**src/rtl/key_conditioner.sv**
```systemverilog
// Two-button conditioner: synchronise, debounce and auto-repeat the up/down keys,
// emitting mutually exclusive one-cycle step pulses.
module key_conditioner #(
    parameter int CW       = 25,
    parameter int DEB_CNT  = 500000,
    parameter int HOLD_CNT = 25000000,
    parameter int REP_CNT  = 10000000
) (
    input  logic clk,
    input  logic rst,
    input  logic ena,
    input  logic bu,
    input  logic bd,
    output logic xu,
    output logic xd
);

    typedef enum logic [2:0] {IDLE, DEB_P, HOLD, REPEAT, DEB_R} state_t;

    localparam logic [CW-1:0] DEB_LAST  = CW'(DEB_CNT - 1);
    localparam logic [CW-1:0] HOLD_LAST = CW'(HOLD_CNT - 1);
    localparam logic [CW-1:0] REP_LAST  = CW'(REP_CNT - 1);

    logic [1:0] sync1, sync2;   // bit 0 = up, bit 1 = down
    logic [1:0] raise;
    logic [1:0] pulse;

    always_ff @(posedge clk or posedge rst) begin
        if (rst) begin
            sync1 <= '0;
            sync2 <= '0;
            pulse <= '0;
        end else begin
            sync1 <= {bd, bu};
            sync2 <= sync1;
            // A channel's pulse is dropped while the other key is down.
            pulse <= ena ? {raise[1] & ~sync2[0], raise[0] & ~sync2[1]} : '0;
        end
    end

    assign xu = pulse[0];
    assign xd = pulse[1];

    for (genvar g = 0; g < 2; g++) begin : g_chan
        state_t        state, state_n;
        logic [CW-1:0] cnt, cnt_n;
        logic          s, hit;

        assign s = sync2[g];

        always_ff @(posedge clk or posedge rst) begin
            if (rst) begin
                state <= IDLE;
                cnt   <= '0;
            end else if (ena) begin
                state <= state_n;
                cnt   <= cnt_n;
            end
        end

        always_comb begin
            state_n = state;
            cnt_n   = cnt + 1'b1;
            hit     = 1'b0;
            case (state)
                IDLE: begin
                    cnt_n = '0;
                    if (s) state_n = DEB_P;
                end
                DEB_P: begin
                    if (!s) begin
                        state_n = IDLE;
                        cnt_n   = '0;
                    end else if (cnt == DEB_LAST) begin
                        state_n = HOLD;
                        cnt_n   = '0;
                        hit     = 1'b1;
                    end
                end
                HOLD: begin
                    if (!s) begin
                        state_n = DEB_R;
                        cnt_n   = '0;
                    end else if (cnt == HOLD_LAST) begin
                        state_n = REPEAT;
                        cnt_n   = '0;
                        hit     = 1'b1;
                    end
                end
                REPEAT: begin
                    if (!s) begin
                        state_n = DEB_R;
                        cnt_n   = '0;
                    end else if (cnt == REP_LAST) begin
                        cnt_n = '0;
                        hit   = 1'b1;
                    end
                end
                DEB_R: begin
                    // A re-press while releasing resumes holding without a new step.
                    if (s) begin
                        state_n = HOLD;
                        cnt_n   = '0;
                    end else if (cnt == DEB_LAST) begin
                        state_n = IDLE;
                        cnt_n   = '0;
                    end
                end
                default: begin
                    state_n = IDLE;
                    cnt_n   = '0;
                end
            endcase
        end

        assign raise[g] = hit;
    end

endmodule

```
**config.mk**
```make
export PLATFORM = sky130hd
export DESIGN_NAME = key_conditioner
export DESIGN_NICKNAME = d
export VERILOG_FILES = /design/src/rtl/key_conditioner.sv
export SDC_FILE = /design/constraint.sdc
export NUM_CORES = 1
export LEC_CHECK = 0
export CAP_MARGIN = 40
export CORE_MARGIN = 2
export CORE_UTILIZATION = 50
export DETAILED_ROUTE_END_ITERATION = 8
export PLACE_DENSITY = 0.66
export SYNTH_ARGS = -nofsm -noshare
export SYNTH_HDL_FRONTEND = slang
export SYNTH_SLANG_ARGS = --single-unit
```
**constraint.sdc**
```tcl
create_clock -name clk -period 3.5 [get_ports clk]
set_input_delay 0.7 -clock clk [delete_from_list [all_inputs] [get_ports clk]]
set_output_delay 0.7 -clock clk [all_outputs]
set_load 0.03 [all_outputs]
```
==> reports/qor.txt <==
Outcome = finished clean
GR Util All Layers = 24.7%
Minimum clock period = 2.89 ns
Layout cell share with drive strength beyond 1 = 8.58%
Max power group = registers
N_taps = 99
Flop+latch power = 0.813 mW
Total negative slack = 0 ns
Die footprint = 7960 µm²
DRC viols = 0
Clk_buf instances = 12
Slew Limit Fails = 0
Measured slew at the worst slew-check pin = 0.736 ns
Hold Path Depth = 0
Peak supply drop = 0.195 mV
PD cells = 424 nW/µm²
GP Congestion = 0.902
End of the worst hold path = sync2[0]
RR Startpoint = g_chan[0].cnt[8]
Count leader, synth = dfrtp_1
H-Tree Depth = 3
CTS Buf Count = 9
Register Area = 1550 µm²
Synth cell count leaders = dfrtp_1 (62), nor2_1 (38), nand2_1 (36)
Reg2Reg Depth = 7
Max Used Layer = met4
Non-Filler Instances = 530
XORs/XNORs by Area = 1.21%
Yosys stat area = 3630 µm²
Logic area = 1960 µm²
Switching Fraction = 32.7%
Crit share post-route = 82.6%
Crit-path leading delay family = simple AND/OR/NAND/NOR gates
Largest stage delay, worst path = 0.60 ns
Routed WL per cell = 17.1 µm
Non-clk invs = 12
Placed inst area = 3810 µm²
Logic share of the area = 49.3%
Power Total = 1.69 mW
Vias in the first global route = 3171
Reg2reg end = g_chan[0].cnt[16]
Critical Path End Type = register
Drt pass-1 iters = 6
Starting DRC count in detailed routing = 204
NonClk Buf Share = 3.33%
Worst path required time = 3.72 ns
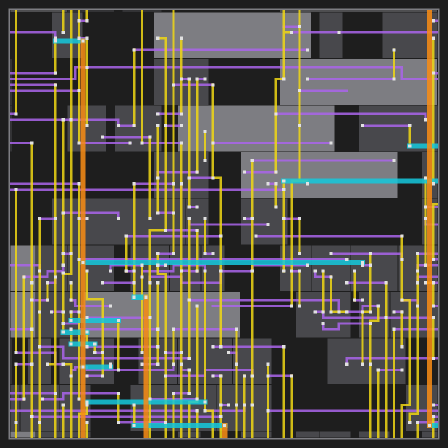
**Above:** layout detail.
Region (10, 54) to (35, 79) µm. Cells in grey, sequential cells in the stronger grey; small squares are vias.
colour	layer
purple	M1
orange	M4
yellow	M2
cyan	M3
cells with their middle in the window	40
sequential cells in the window	5
most frequent	dfrtp_1 (5), o31ai_1 (3)
netlist names of flops here include	g_chan.cnt (4), g_chan.state (1)

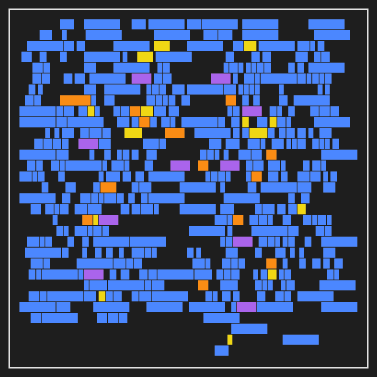
**Above:** sizing map.
(4 px per µm)
colour	size	cells	most used
yellow	x2	14	clkinv_2
orange	x3 and x4	13	buf_4
blue	x1 and smaller	394	dfrtp_1
purple	x6 and larger	10	clkbuf_8

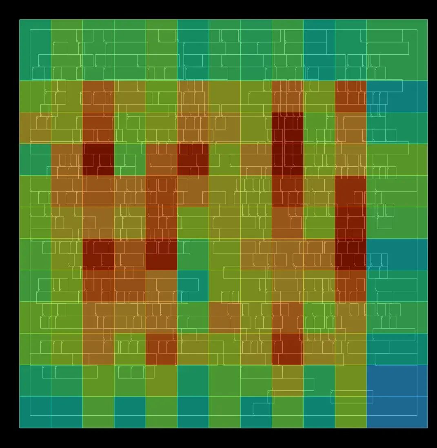
**Above:** track usage over the die.
Finished Core Util: 55.8%
gr busiest metal: met2

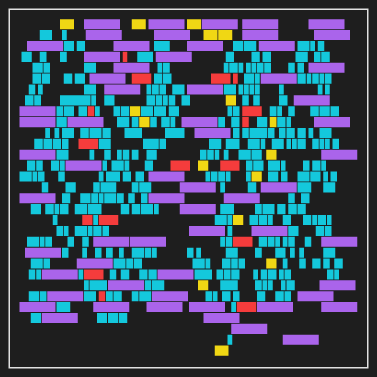
**Above:** cell classes on the final placement.
(4 px per µm)
colour	class	cells
cyan	remaining logic cells	337
purple	registers	62
yellow	remaining buffers and delay cells	16
red	clock drivers and dummy loads	16

Power figures rest on the tool's default switching activity, not on a simulated workload.
